--- config.mk ---
export PLATFORM = sky130hd
export DESIGN_NAME = left_barrel_rotator_pipe_8bits
export DESIGN_NICKNAME = d
export VERILOG_FILES = /design/src/rtl/left_barrel_rotator_pipe_8bits.sv
export SDC_FILE = /design/constraint.sdc
export NUM_CORES = 1
export LEC_CHECK = 0
export CORE_UTILIZATION = 46
export CTS_BUF_LIST = sky130_fd_sc_hd__clkbuf_4 sky130_fd_sc_hd__clkbuf_8 sky130_fd_sc_hd__clkbuf_16
export CTS_CLUSTER_SIZE = 16
export DETAILED_ROUTE_END_ITERATION = 7
export GPL_ROUTABILITY_DRIVEN = 0
export PLACE_DENSITY = 0.71
export SYNTH_ARGS = -nofsm -noshare
export SYNTH_HDL_FRONTEND = slang
export SYNTH_SLANG_ARGS = --single-unit
--- constraint.sdc ---
create_clock -name clk -period 1.4 [get_ports clk]
set_input_delay 0.28 -clock clk [delete_from_list [all_inputs] [get_ports clk]]
set_output_delay 0.28 -clock clk [all_outputs]
set_load 0.02 [all_outputs]
--- src/rtl/left_barrel_rotator_pipe_8bits.sv ---
// Three-stage pipelined 8-bit left rotator / logical left shifter with valid/ready flow control.
// Each stage applies one binary weight of the shift amount (1, 2, then 4).
module left_barrel_rotator_pipe_8bits #(
   parameter int N  = 8,
   parameter int SW = 3
) (
   input  logic          clk,
   input  logic          reset_n,
   input  logic          in_valid,
   output logic          in_ready,
   input  logic [N-1:0]  D,
   input  logic [SW-1:0] s,
   input  logic          mode,
   output logic          out_valid,
   input  logic          out_ready,
   output logic [N-1:0]  Q
);

   // One conditional step: rotate by k (m=0) or shift with zero fill (m=1).
   function automatic logic [N-1:0] step(input logic [N-1:0] x,
                                         input int unsigned  k,
                                         input logic         en,
                                         input logic         m);
      logic [N-1:0] r;
      r = x;
      if (en) begin
         if (m)
            r = x << k;
         else
            r = (x << k) | (x >> (N - k));
      end
      return r;
   endfunction

   logic          v1, v2, v3;
   logic [N-1:0]  d1, d2, d3;
   logic [SW-2:0] sh1;
   logic [SW-3:0] sh2;
   logic          m1, m2;
   logic          rdy1, rdy2, rdy3;

   // A stage may take new data when it is empty or its contents move on this edge.
   assign rdy3     = !v3 || out_ready;
   assign rdy2     = !v2 || rdy3;
   assign rdy1     = !v1 || rdy2;
   assign in_ready = rdy1;

   assign out_valid = v3;
   assign Q         = d3;

   always_ff @(posedge clk or negedge reset_n) begin
      if (!reset_n) begin
         v1  <= 1'b0;
         d1  <= '0;
         sh1 <= '0;
         m1  <= 1'b0;
      end else if (rdy1) begin
         v1 <= in_valid;
         if (in_valid) begin
            d1  <= step(D, 1, s[0], mode);
            sh1 <= s[SW-1:1];
            m1  <= mode;
         end
      end
   end

   always_ff @(posedge clk or negedge reset_n) begin
      if (!reset_n) begin
         v2  <= 1'b0;
         d2  <= '0;
         sh2 <= '0;
         m2  <= 1'b0;
      end else if (rdy2) begin
         v2 <= v1;
         if (v1) begin
            d2  <= step(d1, 2, sh1[0], m1);
            sh2 <= sh1[SW-2:1];
            m2  <= m1;
         end
      end
   end

   // Mode and the last shift bit are consumed here, so only data reaches the output stage.
   always_ff @(posedge clk or negedge reset_n) begin
      if (!reset_n) begin
         v3 <= 1'b0;
         d3 <= '0;
      end else if (rdy3) begin
         v3 <= v2;
         if (v2)
            d3 <= step(d2, 4, sh2[0], m2);
      end
   end

endmodule

run_1/zoom.png
Region (34, 34) to (54, 54) um. Cells in grey, sequential cells in the stronger grey; small squares are vias.
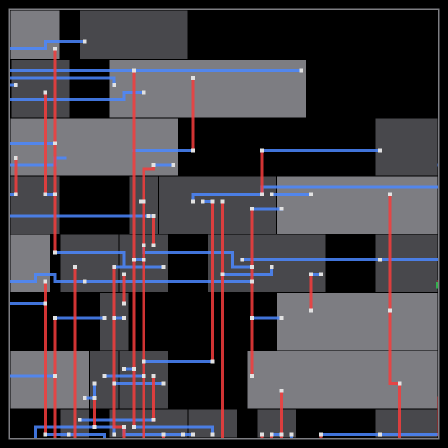
| colour | layer |
|---|---|
| red | met2 |
| blue | met1 |
| green | met3 |
netlist names of flops here include: Q (3)
sequential cells in the window: 5
cells with their middle in the window: 23
most frequent: dfrtp_1 (5), dlygate4sd2_1 (3)

run_1/final_clocks.png
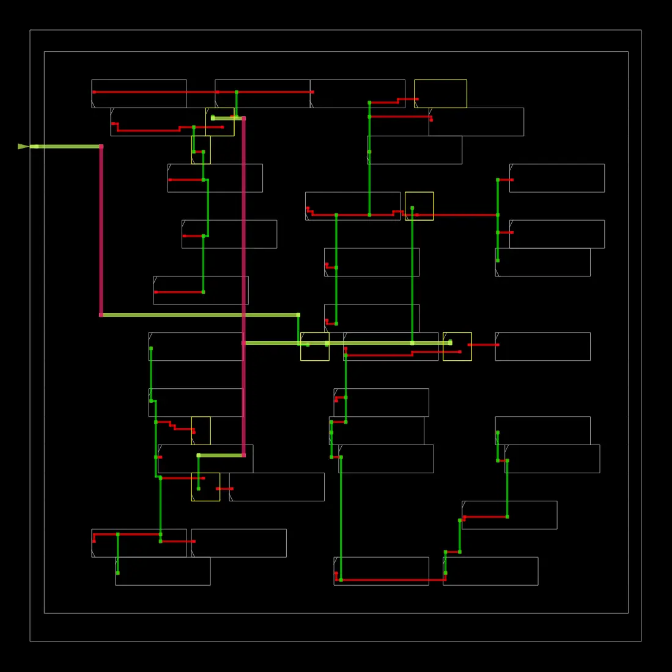
Worst Skew: 0.0106 ns
total clock network power: 0.546 mW
number of buffers created by CTS: 5

run_1/port_nets.png
Drawn at 6 px/um.
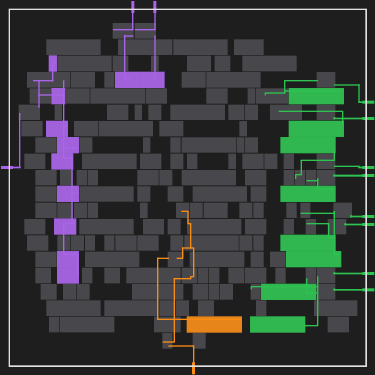
| colour | port | direction | edge | end cells | buffers | wire |
|---|---|---|---|---|---|---|
| purple | s | input | 2 north, 1 west | 11 | 4 | 95.8 um |
| green | Q | output | east | 8 | 8 | 136 um |
| orange | out_valid | output | south | 1 | 2 | 65.7 um |

==> run notes, run 1 <==
Notes from the flow run.

Status:
- The run finished with clean final reports.

Clock network:
- The run puts the post-CTS clock slew at the launch and capture registers of the worst setup and hold paths at 0.10 ns.
- TritonCTS built the clock tree.
- The run gives the cts-stage hold buffer count as 0.
- The run puts the count of H-tree levels built during CTS at 2.
- The run gives the insertion delay to the later sink of the worst-skew pair as 0.33 ns.
- The run gives the maximum root-to-sink buffer count as 2.
- The run gives the buffer type at the clock tree root as sky130_fd_sc_hd__clkbuf_4.
- The tree built by TritonCTS fans out to 32 sinks.

Floorplanning:
- The run puts the area of the die at 3510 um^2.
- The run puts the core utilization at floorplan at 0.489.
- The run gives the chip width as 59.2 um.
- The run puts the placement row count at 20.
- The run gives the top-level port count as 26.

Worst setup path:
- The setup check on the worst reg-to-reg path leaves a slack of 0.07 ns.
- The run gives the category of the worst setup path launch point as a register.
- The run gives the critical path capture point type as an output pin.
- The timing report notes that buffer and inverter cells on the critical path total 2.
- The run puts the largest incremental delay on the critical path at 0.43 ns.
- The run gives the maximum fanout encountered on the critical timing path as 3.
- The run gives the cell depth of the worst flop-to-flop path as 4.
- The run gives the endpoint of the worst-slack reg-to-reg timing path as Q[0].
- The run gives the timing endpoint of the critical path as out_valid.

Synth:
- The cell count after synthesis came out at 134.
- Once synthesis finished, the tally of register bits stood at 32.
- The run gives the post-synthesis cell count from yosys as 134.
- In the post-synthesis netlist, the biggest area contributors are sky130_fd_sc_hd__dfrtp_1, sky130_fd_sc_hd__mux2i_1, sky130_fd_sc_hd__a21oi_1.
- Summing all multiplexer cells gives an area fraction of 0.206.
- The run gives the summed instance area of the synthesized netlist as 1510 um^2.
- The run puts the simple logic cell fraction of the synthesized area at 0.0656.
- The run puts the area figure in the yosys stat output at 1510 um^2.
- Per the synthesis report, the XOR/XNOR share of the synthesized area is 0.
- The run puts the post-synthesis async set-or-reset flop share at 1.00.
- The synthesis run identifies the leading combinational cell family as multiplexers.
- The run puts the number of warning messages in the yosys log at 0.
- Per the synthesis report, the AND-OR/OR-AND share of the synthesized area is 0.150.

Job:
- The run puts the count of maximum capacitance violations at 0.
- OpenROAD emitted warnings numbering 27.

Placement:
- The run gives the estimated wirelength of the detail-placed design as 2120 um.
- In this run, placement finished with an instance count of 204.
- The run puts the total of buffers placed on input and output ports at 25.
- Summing all placed instances gives a cell area of 1870 um^2.

Power and ir drop:
- The share of total power dissipated in sequential elements is 0.487.
- The run gives the heaviest power group as registers.
- The run puts the net switching power at 0.926 mW.
- The run gives the total power draw as 2.78 mW.
- The run gives the leakage component of the power as 0.877 nW.
- The run gives the worst ir drop on vdd as 0.596 mV.
- The run puts the total power per unit cell area at 1440 nW/um^2.
- Of the total power, the clock network draws 0.196.
- Of the total power, combinational logic draws 0.316.
- The run puts the switching power as a share of total power at 0.333.
- The run puts the sequential power at 1.36 mW.

Cells and area:
- The run puts the number of diodes at 0.
- By instance count after routing, the leading logic cell types are sky130_fd_sc_hd__dfrtp_1, sky130_fd_sc_hd__a21oi_1, sky130_fd_sc_hd__mux2i_1.
- The run gives the clock buffer count in the final layout as 6.
- The run puts the relative area of non-clock buffer cells in the final design at 0.177.
- The run gives the area of the multi-input gates as 653 um^2.
- The run gives the clock-cell share of area as 0.0317.
- By area, flip-flops and latches come first.
- The fraction of cell area in multi-input combinational cells is reported as 0.338.
- After layout, the buffer instance count without clock buffers stands at 36.
- The run puts the fraction of standard cell area that is sequential at 0.415.
- For this run, combinational gates with multiple inputs come to 87.
- The run puts the area growth from synthesis to layout at 28.2%.
- The non-clock inverters instantiated in the layout total 5.
- The run gives the flip-flop and latch area as 801 um^2.
- The run puts the tally of filler cells in the layout at 268.

Route:
- The run gives the via total after detailed routing as 1108.
- The run gives the first-iteration detailed-routing DRC count as 27.
- The first TritonRoute pass finished after 3 iterations.
- For this run, the detailed router reports a per-instance via density of 5.23.
- For this block, the routed nets add up to 2780 um of wire.
- The run gives the count of unresolved DRC violations after routing as 0.

Global route:
- The run gives the number of antenna violations at the first check in global routing as 0.
- The run puts the number of global-route vias before repair at 1139.
- The global route stage reports its total congestion overflow as 0.

Timing:
- Setup repair after global routing left no endpoint under its margin.
- The run puts the hold violation total from the final report at 0.
- The run puts the worst hold-check slack at 0.302 ns.
- The run puts the total setup violations reported at the end of the flow at 0.
- The run gives the tightest slew margin relative to the limit as 0.719.
- After layout, the minimum clock period comes to 1.35 ns.
- The run gives the number of pins exceeding their max-slew limit in the final report as 0.
-- run 1: flip-flops by register name (all words and copies together) (netlist names), 2 cells and up --
signal,flops
d2,8
sh1,2
d1,8
Q,8
-- run 1: per-layer routing --
metal  track usage  routed length [um]  vias to the layer above
li1              -                   -                      551
met1         0.214                1210                      521
met2         0.329                1390                       29
met3        0.0393                 115                        7
met4         0.102                  68                        0
met5             0                   0                        -
-- run 1: stage by stage --
step / setup TNS (ns) / setup WS [ns] / util
after floorplan: 0 / 0.0116 / -
after global placement: -4.03 / -0.406 / 0.607
after global routing: 0 / 0.000924 / 0.628
final: 0 / 0.0478 / 0.628
after detailed placement: -5.11 / -0.437 / 0.607
after CTS: -0.0166 / -0.0166 / 0.622
## Run 2: what changed since run 1
--- a/config.mk
+++ b/config.mk
@@ -5,6 +5,7 @@
 export SDC_FILE = /design/constraint.sdc
 export NUM_CORES = 1
 export LEC_CHECK = 0
+export CAP_MARGIN = 20
 export CORE_UTILIZATION = 46
 export CTS_BUF_LIST = sky130_fd_sc_hd__clkbuf_4 sky130_fd_sc_hd__clkbuf_8 sky130_fd_sc_hd__clkbuf_16
 export CTS_CLUSTER_SIZE = 16
run_2/metal_stack.png
Drawn at 10 px/um. Only two layers are drawn.
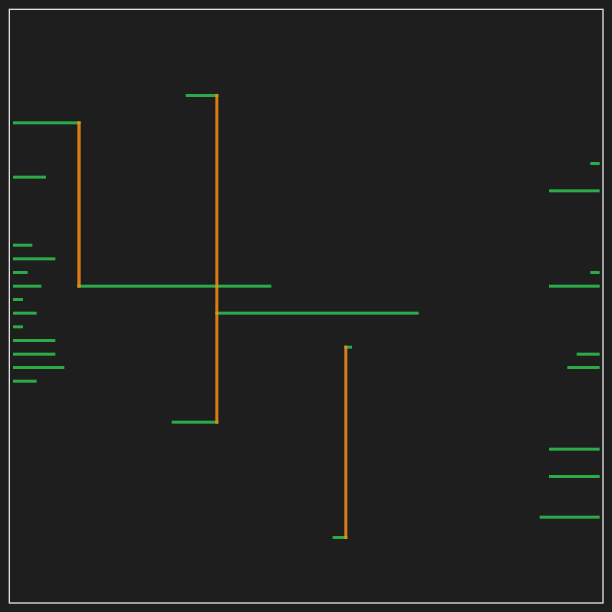
| colour | layer | wire length |
|---|---|---|
| green | met3 | 116 um |
| orange | met4 | 68.0 um |

==> run 2 against run 1 <==
Fmax is the same. Global-route usage is the same. Clock power is essentially flat. Combinational power is essentially flat. Utilization is the same. Cell area is the same. Highest routed layer unchanged. Clock skew is the same. Cell count is the same. Critical path depth is the same. Largest power group unchanged. Sequential power is essentially flat. Non-clock buffer count is the same. Total power is the same.
==> run notes, run 2 <==
Notes from the flow run.

Worst setup path:
- The run gives the cell depth of the worst flop-to-flop path as 4 (unchanged).
- For the worst reg-to-reg path, the endpoint reported by OpenROAD is Q[0].
- STA classifies the critical path endpoint as an output pin.
- The run puts the worst path buffer plus inverter count at 2 (unchanged).
- The maximum fanout encountered on the critical timing path was 3 (unchanged).
- Per STA, the worst path is made up of buf_4 -> buf_2.
- The worst setup path is launched from a register.
- The run gives the timing endpoint of the critical path as out_valid.
- The run puts the largest incremental delay on the critical path at 0.43 ns (about the same).
- The run puts the worst reg-to-reg setup slack at 0.07 ns (about the same).

Clock network:
- The post-CTS clock slew at the launch and capture registers of the worst setup and hold paths was 0.10 ns (about the same).
- The insertion delay to the later sink of the worst-skew pair came to 0.33 ns (about the same).
- The run gives the post-CTS setup buffer count as 0.
- The run puts the total clock sinks at 32 (unchanged).
- TritonCTS built the clock tree.
- The run gives the maximum root-to-sink buffer count as 2 (unchanged).
- The cts-stage hold buffer count came to 0 (unchanged).
- The count of H-tree levels built during CTS is 2 (unchanged).
- In this run the clock root is driven by a sky130_fd_sc_hd__clkbuf_4.
- The run puts the total clock buffers created by CTS at 5 (unchanged).

Power and ir drop:
- The run puts the total power draw at 2.78 mW (unchanged).
- The run puts the total power per unit cell area at 1440 nW/um^2 (unchanged).
- The switching power as a share of total power is 0.333 (unchanged).
- The run gives the leakage component of the power as 0.877 nW (unchanged).
- Ranked by power, first place goes to registers.
- The run gives the power share of the combinational group as 0.316 (about the same).
- The run puts the sequential power at 1.36 mW (about the same).
- The run puts the power in the clock group at 0.546 mW (about the same).
- The net switching power is 0.926 mW (unchanged).
- The run puts the sequential fraction of design power at 0.487 (about the same).

Route:
- The run gives the number of vias per cell after detailed routing as 5.23 (unchanged).
- The run gives the number of iterations in the first detailed-routing pass as 3 (unchanged).
- The run puts the wire length on met2 at 1390 um (unchanged).
- The run gives the first-iteration detailed-routing DRC count as 27 (unchanged).
- The run puts the detailed-routing wirelength on met1 at 1210 um (unchanged).
- The run puts the count of unresolved DRC violations after routing at 0 (unchanged).
- The count of nets left with antenna violations once routing finished came out at 0.
- The via total after detailed routing is 1108 (unchanged).
- The run gives the total wire length after detailed routing as 2780 um (unchanged).
- The run gives the uppermost layer routed as met4.
- The run gives the total met3 wirelength after detailed routing as 115 um (unchanged).

Placement:
- The run puts the estimated wirelength of the detail-placed design at 2120 um (unchanged).
- The run puts the total of buffers placed on input and output ports at 25 (unchanged).
- The total placed instance area is 1870 um^2 (unchanged).

Timing:
- The run gives the setup clock skew after layout as 0.0106 ns (unchanged).
- Setup repair after global routing left no endpoint under its margin.
- The number of pins exceeding their max-slew limit in the final report was 0 (unchanged).
- The total setup violations reported at the end of the flow is 0 (unchanged).
- The hold violation total from the final report came to 0 (unchanged).

Cells and area:
- The run gives the tally of filler cells in the layout as 268 (unchanged).
- The run gives the clock-cell share of area as 0.0317 (unchanged).
- The run gives the largest cell class by area as flip-flops and latches.
- The library cells used most frequently in the layout, excluding fill and tap cells, are sky130_fd_sc_hd__dfrtp_1, sky130_fd_sc_hd__a21oi_1, sky130_fd_sc_hd__mux2i_1.
- The area growth from synthesis to layout was 28.2% (unchanged).
- The run gives the combinational fraction of the cell area as 0.338 (unchanged).
- The run gives the number of logic gates as 87 (unchanged).
- The fraction of standard cell area that is sequential is 0.415 (unchanged).
- The run puts the area of the multi-input gates at 653 um^2 (unchanged).
- The run puts the number of diodes at 0 (unchanged).
- The run puts the clock buffer count in the final layout at 6 (unchanged).
- The run gives the non-clock inverter count in the final layout as 5 (unchanged).
- The run puts the count of buffers not belonging to the clock network in the layout at 36 (unchanged).
- The run puts the flip-flop and latch area at 801 um^2 (unchanged).

Synth:
- The run gives the summed instance area of the synthesized netlist as 1510 um^2 (unchanged).
- The run gives the number of warning messages in the yosys log as 0 (unchanged).
- The run gives the cell count after synthesis as 134 (unchanged).
- The run puts the number of enable-type register cells in the synthesized netlist at 0.
- The main area contributors are sky130_fd_sc_hd__dfrtp_1, sky130_fd_sc_hd__mux2i_1, sky130_fd_sc_hd__a21oi_1.
- The run gives the post-synthesis async set-or-reset flop share as 1.00 (unchanged).
- The run puts the mean cell area of the mapped netlist at 11.2 um^2.
- The share of synthesized area in the top cell type comes to 0.532.
- The post-synthesis cell count from yosys was 134 (unchanged).
- The run puts the post-synthesis register bit count at 32 (unchanged).
- The run gives the area figure in the yosys stat output as 1510 um^2 (unchanged).

Status:
- The run finished with clean final reports.

Floorplanning:
- The run puts the top-level port count at 26 (unchanged).
- The run puts the chip width at 59.2 um (unchanged).
- The area of the die came to 3510 um^2 (unchanged).
- The run puts the tapcell count at 44.
- The run gives the placement row count as 20 (unchanged).

Job:
- The tool warning count is 27 (unchanged).
- The run puts the count of maximum capacitance violations at 0 (unchanged).

Global route:
- The total grt overflow came to 0 (unchanged).
- The run puts the met2 routing resource usage after global routing at 0.329 (unchanged).
- The run gives the number of antenna violations at the first check in global routing as 0 (unchanged).
- The global router reports that the layer with the highest usage is met2.
- The run gives the number of global-route vias before repair as 1139 (unchanged).
- The global routing usage on met1 is 0.214 (unchanged).
run_2/port_nets.png
Drawn at 6 px/um.
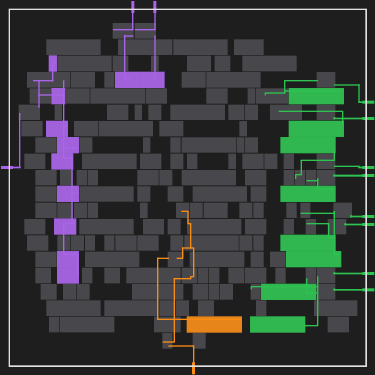
| colour | port | direction | edge | end cells | buffers | wire |
|---|---|---|---|---|---|---|
| green | Q | output | east | 8 | 8 | 136 um |
| purple | s | input | 2 north, 1 west | 11 | 4 | 95.8 um |
| orange | out_valid | output | south | 1 | 2 | 65.7 um |

-- run 2: cell counts after synthesis --
Identical to the previous run, type by type.
-- run 2: stage by stage --
step | hold WS [ns] | cells | util | setup slack [ns]
2_1_floorplan | -0.0156 | 134 | - | 0.0116
3_3_place_gp | 0.494 | 204 | 0.607 | -0.406
3_5_place_dp | 0.500 | 204 | 0.607 | -0.437
4_1_cts | 0.302 | 212 | 0.622 | -0.0166
5_1_grt | 0.304 | 212 | 0.628 | 0.000924
6_report | 0.302 | 212 | 0.628 | 0.0478
-- run 2: kinds of logic (layout without fill, tap and decap cells) --
logic type / Yosys count / count (layout) / synth area share
compound gates: 41 / 41 / 0.150
mux: 29 / 29 / 0.206
flops: 32 / 32 / 0.532
buf+inv: 15 / 49 / 0.0473
simple gates: 17 / 17 / 0.0656
run_2/met2.png
Drawn at 6 px/um. Cells faint in the background.
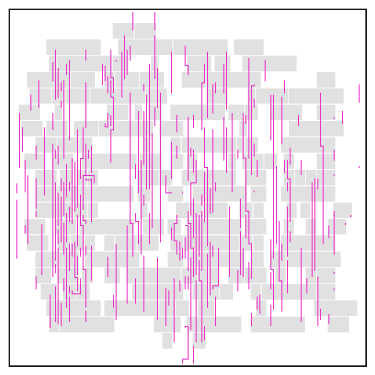

## Run 3: what changed since run 2
--- a/config.mk
+++ b/config.mk
@@ -11,7 +11,7 @@
 export CTS_CLUSTER_SIZE = 16
 export DETAILED_ROUTE_END_ITERATION = 7
 export GPL_ROUTABILITY_DRIVEN = 0
-export PLACE_DENSITY = 0.71
+export PLACE_DENSITY = 0.7
 export SYNTH_ARGS = -nofsm -noshare
 export SYNTH_HDL_FRONTEND = slang
 export SYNTH_SLANG_ARGS = --single-unit
run_3/met2.png
Drawn at 6 px/um. Cells faint in the background.
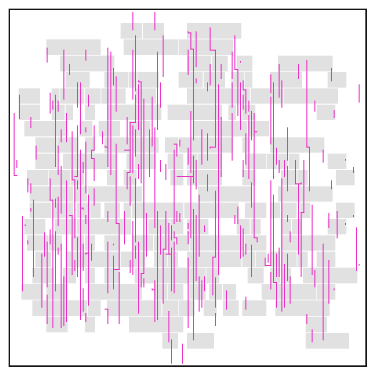
nets with wire on the layer: 156
main direction: vertical
longest straight run: 31.6 um
share of all routed wire: 51%
wire length on this layer: 1440 um
routing usage on met2: 0.326
post-detailed-routing wire length: 2830 um
total number of vias: 1111

run_3/final_clocks.png
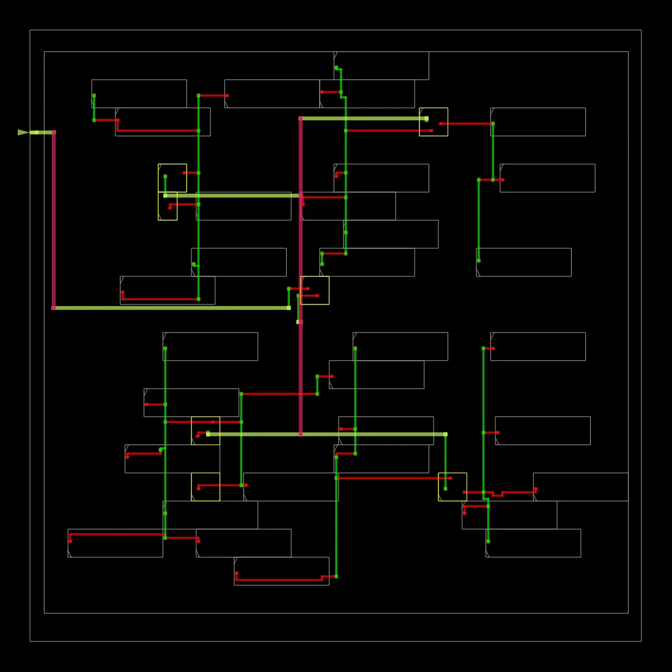
Clock Latency Late Sink: 0.33 ns
Worst Skew: 0.0106 ns
TritonCTS sink count: 32
sequential cell count: 32
Clock Buffer Count: 6

==> run 3 against run 2 <==
Non-clock buffer count is 3 higher. Fmax rose by 0.35%. Global-route usage rose by 0.64 points. Synthesized cell count stayed put. Highest routed layer unchanged.
==> run notes, run 3 <==
Notes from the flow run.

Worst setup path:
- STA classifies the critical path startpoint as a register.
- Following the worst setup path forward leads to its endpoint at out_valid.
- In this run the critical register-to-register path is captured at sh1[0].
- The cell sequence reported for the critical path is buf_4 -> buf_4.
- The run gives the worst path buffer plus inverter count as 2 (unchanged).
- STA classifies the critical path endpoint as an output pin.

Synth:
- Ranked by total cell area, the synthesized netlist is headed by sky130_fd_sc_hd__dfrtp_1, sky130_fd_sc_hd__mux2i_1, sky130_fd_sc_hd__a21oi_1.
- The post-synthesis async set-or-reset flop share was 1.00 (unchanged).
- The run puts the mean cell area of the mapped netlist at 11.2 um^2 (unchanged).
- The run gives the compound-cell area share of the yosys netlist as 0.150 (unchanged).
- The run gives the top-area cell type share of the netlist area as 0.532 (unchanged).
- The area fraction in mux cells is 0.206 (unchanged).
- The run gives the xor and xnor fraction of the mapped netlist area as 0 (unchanged).
- The run puts the number of enable-type register cells in the synthesized netlist at 0 (unchanged).
- The run gives the number of warning messages in the yosys log as 0 (unchanged).
- The run gives the simple logic cell fraction of the synthesized area as 0.0656 (unchanged).

Job:
- The run puts the tool warning count at 27 (unchanged).

Floorplanning:
- The run gives the area of the die as 3510 um^2 (unchanged).
- The run puts the chip width at 59.2 um (unchanged).

Power and ir drop:
- The run puts the net switching power at 0.926 mW (about the same).
- The run puts the sequential power at 1.36 mW (about the same).
- The run puts the leakage component of the power at 0.887 nW (+1.2%).
- The run gives the switching power as a share of total power as 0.335 (+0.00206).
- The power share of the combinational group was 0.325 (+0.009).
- The total power draw is 2.76 mW (-0.70%).

Route:
- The first-iteration detailed-routing DRC count was 59 (+120%).
- The number of iterations in the first detailed-routing pass was 4 (+1).

Timing:
- The run gives the number of pins exceeding their max-slew limit in the final report as 0 (unchanged).
- The run puts the total setup violations reported at the end of the flow at 0 (unchanged).
- The run puts the hold violation total from the final report at 0 (unchanged).
- Setup repair after global routing could not meet its margin everywhere.
- The run puts the setup slack after layout at 0.0525 ns (+0.00472 ns).
- The worst hold-check slack was 0.292 ns (-0.0104 ns).

Global route:
- The run gives the most used routing layer in global routing as met2.
- The run puts the number of global-route vias before repair at 1095 (-3.9%).
- The run puts the number of antenna violations at the first check in global routing at 0 (unchanged).
- The run gives the total grt overflow as 0 (unchanged).
- The run puts the global routing usage on met1 at 0.223 (+0.00821).

Clock network:
- TritonCTS built the clock tree.
- The run gives the post-CTS clock slew at the launch and capture registers of the worst setup and hold paths as 0.10 ns (about the same).
- The maximum root-to-sink buffer count was 2 (unchanged).
- The run puts the count of H-tree levels built during CTS at 2 (unchanged).

Cells and area:
- The run puts the number of diodes at 0 (unchanged).
- The run puts the non-filler instance count after layout at 214 (+0.94%).
- The run puts the final core area utilization at 0.633 (+0.00528).

Placement:
- The run gives the total placed instance area as 1870 um^2 (unchanged).
- The number of cells in the design after placement is 204 (unchanged).

Status:
- The run finished with clean final reports.
-- run 3: timing repair --
action / in CTS / in global routing
setup buffers: 0 / 3
gates resized: 20 / 4
hold buffers: 0 / 0
endpoints found under the setup margin: 14 / 8
-- run 3: per-layer routing --
| metal | part of all wire | vias to the layer above |
|---|---|---|
| met3 | 0.054 | 6 |
| li1 | - | 555 |
| met2 | 0.51 | 31 |
| met5 | 0 | - |
| met4 | 0.017 | 0 |
| met1 | 0.42 | 519 |
-- run 3: cell type report --
type	count	area (um^2)
clock buffer	6	45.0
inverter	5	18.8
fill	252	1130
timing repair buffer	39	375
multi-input combinational	87	648
clock inverter	1	5.00
sequential	32	801
tap	44	55.1
Power is estimated from default activity; no workload was simulated.
